<file path="config.mk">
export PLATFORM = sky130hd
export DESIGN_NAME = alu_exec_unit
export DESIGN_NICKNAME = d
export VERILOG_FILES = /design/src/rtl/alu_pkg.sv /design/src/rtl/alu_serial_shifter.sv /design/src/rtl/alu_exec_unit.sv
export SDC_FILE = /design/constraint.sdc
export NUM_CORES = 1
export LEC_CHECK = 0
export CORE_MARGIN = 2
export CORE_UTILIZATION = 40
export DETAILED_ROUTE_END_ITERATION = 8
export MAX_ROUTING_LAYER = met4
export PLACE_DENSITY = 0.67
export SLEW_MARGIN = 25
export SYNTH_ARGS = -nofsm -noshare
export SYNTH_HDL_FRONTEND = slang
export SYNTH_SLANG_ARGS = --single-unit
</file>
<file path="constraint.sdc">
create_clock -name clk -period 11.5 [get_ports clk]
set_input_delay 2.3 -clock clk [delete_from_list [all_inputs] [get_ports clk]]
set_output_delay 2.3 -clock clk [all_outputs]
set_load 0.1 [all_outputs]
</file>
<file path="src/rtl/alu_pkg.sv">
// rtl/alu_pkg.sv - shared opcode and state definitions for the execute unit
// Purpose: ALU operation codes shared with the ALU operation selector,
//          execute FSM states and default datapath width.
package alu_pkg;

    localparam int XLEN_DEFAULT = 32;

    typedef enum logic [3:0] {
        OP_ADD  = 4'b0000,
        OP_SUB  = 4'b0001,
        OP_AND  = 4'b0010,
        OP_OR   = 4'b0011,
        OP_XOR  = 4'b0100,
        OP_SLT  = 4'b0101,
        OP_SLTU = 4'b0110,
        OP_SLL  = 4'b0111,
        OP_SRL  = 4'b1000,
        OP_SRA  = 4'b1001,
        OP_JALR = 4'b1010
    } alu_op_e;

    typedef enum logic [1:0] {
        IDLE,
        SHIFT,
        DONE
    } exec_state_e;

endpackage

</file>
<file path="src/rtl/alu_serial_shifter.sv">
// rtl/alu_serial_shifter.sv - iterative one-bit-per-cycle shifter
// Purpose: holds the work register and remaining shift count. On start it
//          loads the operand and amount; every following cycle with a
//          nonzero count it shifts by one bit.
// Ports:
//   clk, rst_n    clock, synchronous active-low reset
//   start         load data/shamt/direction/fill controls
//   data          operand to shift
//   shamt         shift amount (0 leaves the shifter idle)
//   shift_left    1 = SLL, 0 = right shift
//   shift_arith   right shifts fill with the sign bit
//   done          high in the cycle whose edge produces the final value
//   data_out      value the work register takes on the next edge
module alu_serial_shifter #(
    parameter int XLEN    = 32,
    parameter int SHAMT_W = 5
) (
    input  logic               clk,
    input  logic               rst_n,
    input  logic               start,
    input  logic [XLEN-1:0]    data,
    input  logic [SHAMT_W-1:0] shamt,
    input  logic               shift_left,
    input  logic               shift_arith,
    output logic               done,
    output logic [XLEN-1:0]    data_out
);

    logic [XLEN-1:0]    work_q;
    logic [XLEN-1:0]    work_d;
    logic [SHAMT_W-1:0] cnt_q;
    logic               left_q;
    logic               arith_q;

    // The MSB never changes during an arithmetic right shift, so it still
    // holds the original sign bit for every step.
    always_comb begin
        work_d = work_q;
        if (left_q) begin
            work_d = {work_q[XLEN-2:0], 1'b0};
        end else begin
            work_d = {arith_q & work_q[XLEN-1], work_q[XLEN-1:1]};
        end
    end

    assign done     = (cnt_q == SHAMT_W'(1));
    assign data_out = work_d;

    always_ff @(posedge clk) begin
        if (!rst_n) begin
            work_q  <= '0;
            cnt_q   <= '0;
            left_q  <= 1'b0;
            arith_q <= 1'b0;
        end else if (start) begin
            work_q  <= data;
            cnt_q   <= shamt;
            left_q  <= shift_left;
            arith_q <= shift_arith;
        end else if (cnt_q != '0) begin
            work_q  <= work_d;
            cnt_q   <= cnt_q - SHAMT_W'(1);
        end
    end

endmodule

</file>
<file path="src/rtl/alu_exec_unit.sv">
// rtl/alu_exec_unit.sv - multi-cycle integer execute unit with valid/ready
// Purpose: single-cycle logic/arithmetic ops, iterative shifts via
//          alu_serial_shifter, registered result with branch zero flag.
// Ports:
//   clk, rst_n             clock, synchronous active-low reset
//   in_valid / in_ready    request handshake (ready only in IDLE)
//   alu_control            4-bit operation code
//   op_a, op_b             operands; op_b[SHAMT_W-1:0] is the shift amount
//   out_valid / out_ready  result handshake
//   result, zero, illegal  registered outputs, stable while out_valid
module alu_exec_unit
    import alu_pkg::*;
#(
    parameter int XLEN    = XLEN_DEFAULT,
    parameter int SHAMT_W = 5
) (
    input  logic            clk,
    input  logic            rst_n,
    input  logic            in_valid,
    output logic            in_ready,
    input  logic [3:0]      alu_control,
    input  logic [XLEN-1:0] op_a,
    input  logic [XLEN-1:0] op_b,
    output logic            out_valid,
    input  logic            out_ready,
    output logic [XLEN-1:0] result,
    output logic            zero,
    output logic            illegal
);

    exec_state_e        state_q;
    logic               in_ready_q;
    logic               out_valid_q;
    logic [XLEN-1:0]    result_q;
    logic               zero_q;
    logic               illegal_q;

    logic [XLEN-1:0]    alu_res_d;
    logic [XLEN-1:0]    sum_d;
    logic               is_shift_d;
    logic               illegal_d;
    logic [SHAMT_W-1:0] shamt_d;
    logic               accept;
    logic               sh_start;
    logic               sh_done;
    logic [XLEN-1:0]    sh_data;

    assign sum_d   = op_a + op_b;
    assign shamt_d = op_b[SHAMT_W-1:0];
    assign accept  = in_valid && in_ready_q;

    // Shift codes produce op_a here: that is the answer for shamt == 0,
    // and nonzero shifts take their result from the serial shifter.
    always_comb begin
        alu_res_d  = '0;
        is_shift_d = 1'b0;
        illegal_d  = 1'b0;
        case (alu_control)
            OP_ADD:  alu_res_d = sum_d;
            OP_SUB:  alu_res_d = op_a - op_b;
            OP_AND:  alu_res_d = op_a & op_b;
            OP_OR:   alu_res_d = op_a | op_b;
            OP_XOR:  alu_res_d = op_a ^ op_b;
            OP_SLT:  alu_res_d = {{(XLEN-1){1'b0}}, $signed(op_a) < $signed(op_b)};
            OP_SLTU: alu_res_d = {{(XLEN-1){1'b0}}, op_a < op_b};
            OP_SLL, OP_SRL, OP_SRA: begin
                alu_res_d  = op_a;
                is_shift_d = 1'b1;
            end
            OP_JALR: alu_res_d = {sum_d[XLEN-1:1], 1'b0};
            default: illegal_d = 1'b1;
        endcase
    end

    assign sh_start = accept && is_shift_d && (shamt_d != '0);

    alu_serial_shifter #(
        .XLEN    (XLEN),
        .SHAMT_W (SHAMT_W)
    ) u_shifter (
        .clk         (clk),
        .rst_n       (rst_n),
        .start       (sh_start),
        .data        (op_a),
        .shamt       (shamt_d),
        .shift_left  (alu_control == OP_SLL),
        .shift_arith (alu_control == OP_SRA),
        .done        (sh_done),
        .data_out    (sh_data)
    );

    always_ff @(posedge clk) begin
        if (!rst_n) begin
            state_q     <= IDLE;
            in_ready_q  <= 1'b1;
            out_valid_q <= 1'b0;
            result_q    <= '0;
            zero_q      <= 1'b0;
            illegal_q   <= 1'b0;
        end else begin
            case (state_q)
                IDLE: begin
                    if (accept) begin
                        in_ready_q <= 1'b0;
                        if (sh_start) begin
                            state_q <= SHIFT;
                        end else begin
                            state_q     <= DONE;
                            out_valid_q <= 1'b1;
                            result_q    <= alu_res_d;
                            zero_q      <= (alu_res_d == '0);
                            illegal_q   <= illegal_d;
                        end
                    end
                end
                SHIFT: begin
                    if (sh_done) begin
                        state_q     <= DONE;
                        out_valid_q <= 1'b1;
                        result_q    <= sh_data;
                        zero_q      <= (sh_data == '0);
                        illegal_q   <= 1'b0;
                    end
                end
                DONE: begin
                    if (out_ready) begin
                        state_q     <= IDLE;
                        out_valid_q <= 1'b0;
                        in_ready_q  <= 1'b1;
                    end
                end
                default: begin
                    state_q     <= IDLE;
                    out_valid_q <= 1'b0;
                    in_ready_q  <= 1'b1;
                end
            endcase
        end
    end

    assign in_ready  = in_ready_q;
    assign out_valid = out_valid_q;
    assign result    = result_q;
    assign zero      = zero_q;
    assign illegal   = illegal_q;

endmodule
</file>
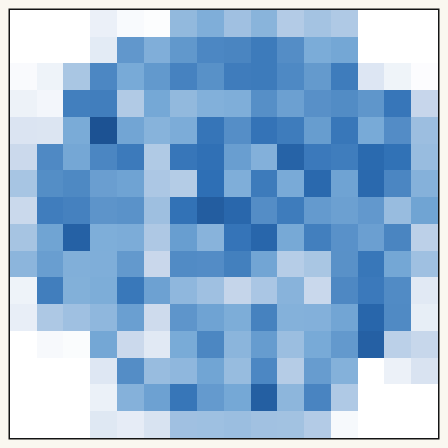
(run_1/cell_density.png)
16 x 16 tiles, from white (low) to dark blue (high), 0 to 100% covered.
The mean over all tiles is 43%. The fullest tile reaches 86%. 12% of the tiles are nearly empty. The emptiest ninth of the die: south-west. 4.7% of the tiles are over 75% full.
core area: 22700 sq um
Util after Layout: 47.5%
Initial Util: 40.9%

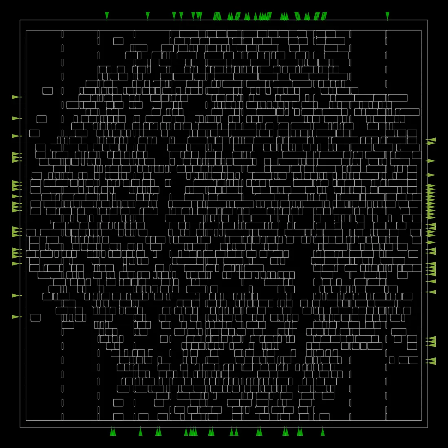
(run_1/placement.png)
Cell Rows: 55
Tap Count: 285

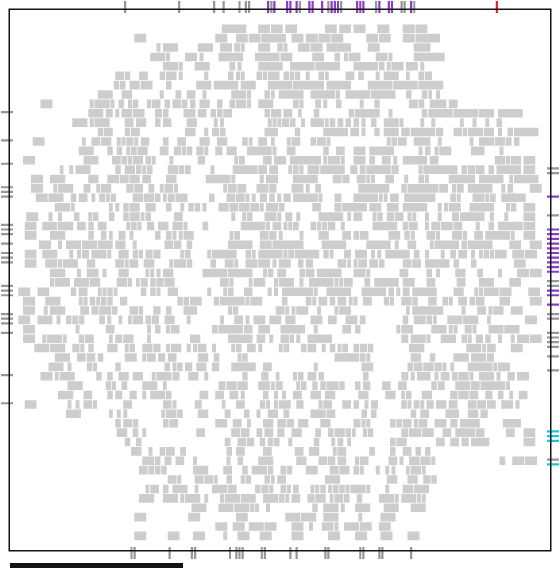
(run_1/io_placement.png)
Scale bar: 50 um. Pins as bars across the die edge, other pins in gray.
Key: purple = result [pins 32, direction output, edge 18 north, 14 east]; red = clk [pins 1, direction input, edge north]; cyan = alu_control [pins 4, direction input, edge east]
Port Buffers: 107
Die Width: 156 um
die height: 156 um

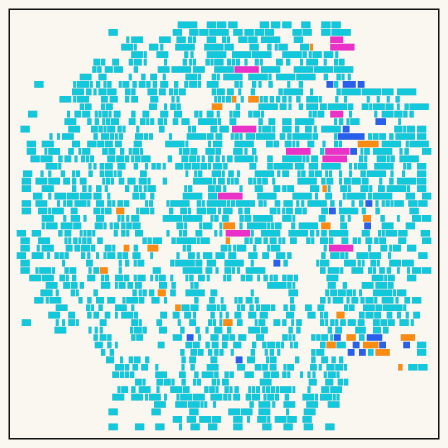
(run_1/sizes.png)
Key: magenta = _6 and larger [cells 11]; orange = _2 cells [cells 24]; blue = _3 and _4 cells [cells 20]; cyan = _0 and _1 cells [cells 1330]
bufs w/o clock: 122
area grow syn2layout: 16.2%
cell area after layout: 10800 sq um

run 1: power by group:
| group | switching [mW] | leakage [nW] | internal, mW |
|---|---|---|---|
| logic | 0.588 | 3.47 | 0.313 |
| registers | 0.0547 | 0.632 | 0.336 |
| clock network | 0.113 | 0.138 | 0.157 |
run 1: flip-flops by register name, indices dropped and copies added (netlist names):
| signal | count |
|---|---|
| u_shifter.left_q | 1 |
| result | 32 |
| illegal | 1 |
| u_shifter.arith_q | 1 |
| zero | 1 |
| u_shifter.cnt_q | 5 |
| out_valid | 1 |
| in_ready | 1 |
| state_q | 2 |
| u_shifter.work_q | 32 |
run 1: metal layers:
| layer | track usage, % | wire (um) |
|---|---|---|
| met1 | 38.5 | 14800 |
| met3 | 2.82 | 3140 |
| met5 | - | 0 |
| met2 | 46.2 | 16100 |
| met4 | 10.8 | 1370 |
==> CHANGELOG.md, run 1 <==
## Implementation

* WL/cell at 21.2 um
* MI comb cells at 1069
* Pwr/cell area at 145 nW/um^2
* Ys flops at 77
* Reg2reg setup slack at 7.20 ns
* CP Capture Type: register
* Reg-to-reg endpoint: zero
* Worst Hold Path EP: result[29]
* Reg-to-reg critical path startpoint: state_q[1]
* Largest net degree at the start of global routing at 69
* CTS resizes at 0
* Basic Gates by Area at 21.5%
* Clock root buffer: clkbuf_16
* Min-Delay Path Depth at 2
* LEAKAGE at 4.24 nW
* Slew Limit Headroom at 15.4%
* Clkbuf count at 12
* Clk cell area share at 2.59%
* Status: complete, no violations
* Logic share of the area at 65.4%
* Worst Tran Pin Value at 1.27 ns
* Flip-flops at 77
* Placed Area at 10500 sq um
* Max-area cell class: combinational gates
* CTS clk-pin slew, worst paths at 0.06 ns
* Placed Cells at 1654
* Tmin final at 7.12 ns
==> run_1/detail.png <==
Window x 107 to 127, y 107 to 127 um. Cells in gray, sequential cells in the stronger gray; small squares are vias.
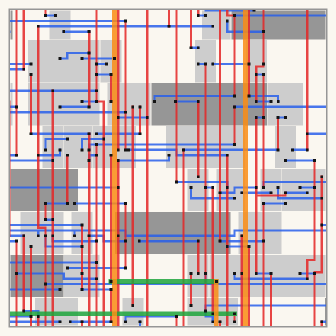

==> run 2, diff against run 1 <==
clock period = 7.4 ns   (was 11.5 ns; I/O delays follow)
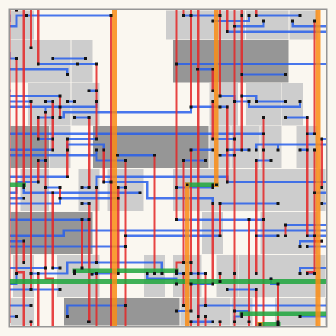
(run_2/detail.png)
Window x 107 to 127, y 107 to 127 um. Cells in gray, sequential cells in the stronger gray; small squares are vias.
Key: green = metal 3; orange = metal 4; blue = metal 1; red = metal 2
36 logic cells have their middle in the window. Sequential cells in the window: 4. Netlist names of flops here include u_shifter.work_q (2). Most frequent: nor2_1 (7), a21oi_1 (4), dfxtp_1 (4).

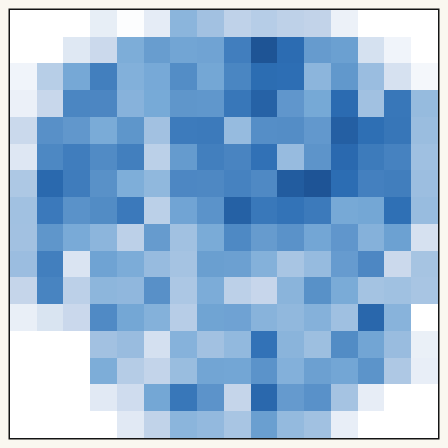
(run_2/cell_density.png)
16 x 16 tiles, from white (low) to dark blue (high), 0 to 100% covered.
5.9% of the tiles are over 75% full. 11% of the tiles are nearly empty. The emptiest ninth of the die: south-west.
Util after Layout: 47.5%

==> CHANGELOG.md, run 2 <==
## Implementation

* Grt met1 use at 38.9% (+0.42 points)
* LEAKAGE at 4.24 nW (+0.11%)
* Tmin final at 6.01 ns
* Die Width at 156 um (unchanged)
* CTS resizes at 0 (unchanged)
* Metal-1 WL at 15500 um (+4.7%)
* Met2 wire len at 16100 um (+0.42%)
* Reg-to-reg endpoint: zero
* Core area at 22700 sq um (unchanged)
* Basic Gates by Area at 21.5% (unchanged)
* Met3 usage at 3.13% (+0.30 points)
* Pwr/cell area at 220 nW/um^2 (+52%)
* Comb power frac at 58.3% (+0.6 points)
* Worst Tran Pin Value at 1.05 ns (-0.215 ns)
* Seq. pwr at 608 uW (+55%)
* Cell area after layout at 10800 sq um (about the same)
* Slew Limit Headroom at 28.8% (+13 points)
* CTS clk-pin slew, worst paths at 0.05 ns (about the same)
* Seq pwr share at 25.5% (+0.5 points)
* GR peak layer: met2
* Int Pwr at 1.23 mW (+53%)
* Area grow syn2layout at 16.2% (about the same)
* Max Used Layer: met4
* Status: complete, no violations
* Clock network power share at 16.2% (-1.1 points)
* Min-Delay Path Depth at 2 (unchanged)
* Combinational logic power at 1.39 mW (+54%)
* Initial Util at 40.9% (unchanged)
* Largest Pwr Group: combinational cells
* Sw frac at 48.3% (-0.13 points)
* Port Buffers at 107 (unchanged)
* WL/cell at 21.3 um (+0.38%)
* Clock root buffer: clkbuf_16
* Largest net degree at the start of global routing at 76 (+10%)
* Met3 wire length at 2790 um (-11%)
* GR Layer Usage met2 at 45.9% (-0.38 points)
* Placed Area at 10500 sq um (+0.26%)
-- run 2: netlist changes by cell type in the layout (fill, tap and decap cells not counted) --
cell,before,now
buf_2,1,0
buf_4,15,18
clkbuf_1,1,2
clkbuf_8,2,0
clkdlybuf4s50_1,106,107
clkinvlp_4,1,0
nor3b_1,6,5
nor3b_2,0,1
o21a_2,1,0
o21a_4,0,1
-- run 2: layout make-up --
class	instances	share of cell area (%)
inverter	101	3.51
sequential	77	14.3
tap	285	3.30
clock inverter	3	0.139
multi-input combinational	1069	65.4
timing repair buffer	125	11.2
clock buffer	11	2.16
==> run_2/sizes.png <==
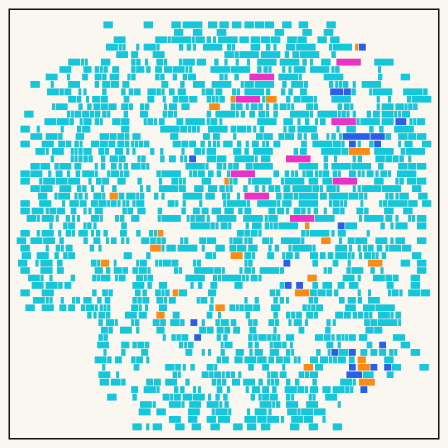

==> run 3, diff against run 2 <==
PLACE_DENSITY = 0.7   (was 0.67)
clock period = 5.1 ns   (was 7.4 ns; I/O delays follow)
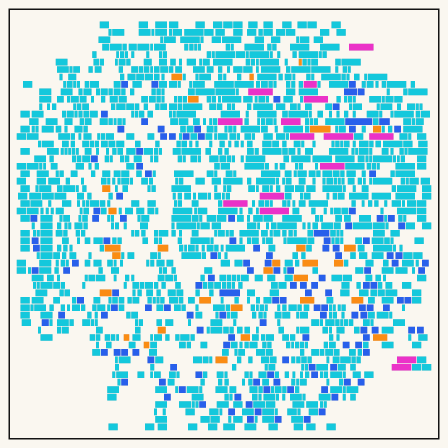
(run_3/sizes.png)
Key: blue = _3 and _4 cells [cells 142]; orange = _2 cells [cells 29]; magenta = _6 and larger [cells 15]; cyan = _0 and _1 cells [cells 1322]
cell area after layout: 11900 sq um
PnR worst setup slack: 0.150 ns
area grow syn2layout: 27.7%
bufs w/o clock: 246

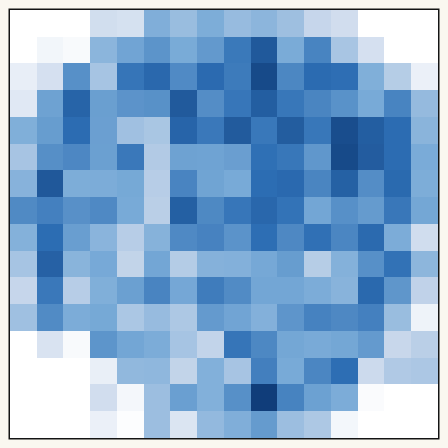
(run_3/cell_density.png)
16 x 16 tiles, from white (low) to dark blue (high), 0 to 100% covered.
9.8% of the tiles are nearly empty. The densest ninth of the die: north. The mean over all tiles is 47%. 13% of the tiles are over 75% full. The fullest tile reaches 95%. The emptiest ninth of the die: south-west.
Util after Layout: 52.2%

==> CHANGELOG.md, run 3 <==
## Implementation

* Signal buf overhead at 18.1% (+7.0 points)
* LEAKAGE at 4.88 nW (+15%)
* Pwr/cell area at 311 nW/um^2 (+41%)
* MI comb cells at 1069 (unchanged)
* Basic Gates by Area at 21.5% (unchanged)
* Clock network power share at 18.4% (+2.2 points)
* Max Used Layer: met4
* Tap Count at 285 (unchanged)
* Status: complete, no violations
* Comb power frac at 57.7% (-0.6 points)
* CTS clk-pin slew, worst paths at 0.06 ns (about the same)
* Core area at 22700 sq um (unchanged)
* GR peak layer: met2
* Min-Delay Path Depth at 2 (unchanged)
* Seq. pwr at 880 uW (+45%)
* Int Pwr at 2.01 mW (+63%)
* Slew Limit Headroom at 32.5% (+3.7 points)
* Reg-to-reg endpoint: zero
* Largest net degree at the start of global routing at 69 (-9.2%)
* Die Width at 156 um (unchanged)
* Clock root buffer: clkbuf_16
* Logic share of the area at 60.0% (-5.4 points)
* Flip-flops at 77 (unchanged)
* Placed Area at 11500 sq um (+8.9%)
* Clkbuf count at 11 (unchanged)
* Metal-1 WL at 15900 um (+3.0%)
* Clk cell area share at 2.66% (+0.36 points)
* Met3 wire length at 2760 um (-1.1%)
* WL/cell at 20.3 um (-4.7%)
* Grt met1 use at 39.3% (+0.46 points)
* Met3 usage at 4.18% (+1.1 points)
run 3: cell counts after synthesis:
Identical to the previous run, type by type.
run 3: cell families after synthesis:
family / Yosys count
AOI/OAI and AO/OA: 491
xor gates and xnor gates: 14
adders and majority gates: 101
buffers and inverters: 197
DFF: 77
muxes: 34
and+or+nand+nor: 429
run 3: how the worst max path moves through the flow:
stage	startpoint	endpoint	slack, ns	depth (start not counted)
global route	op_b[1]	zero	0.008	16
floorplan	op_b[2]	zero	0.87	15
CTS	op_b[0]	zero	0.07	16
global placement	op_a[0]	zero	-0.29	16
detailed placement	op_b[0]	zero	-0.37	16
finish	op_b[3]	zero	0.15	17
run 3: what timing repair did:
item / in CTS / in global routing
pin swaps: 0 / 2
endpoints found under the setup margin: 1 / 5
cloned: 0 / 0
gates resized: 2 / 11
Power is estimated from default activity; no workload was simulated.
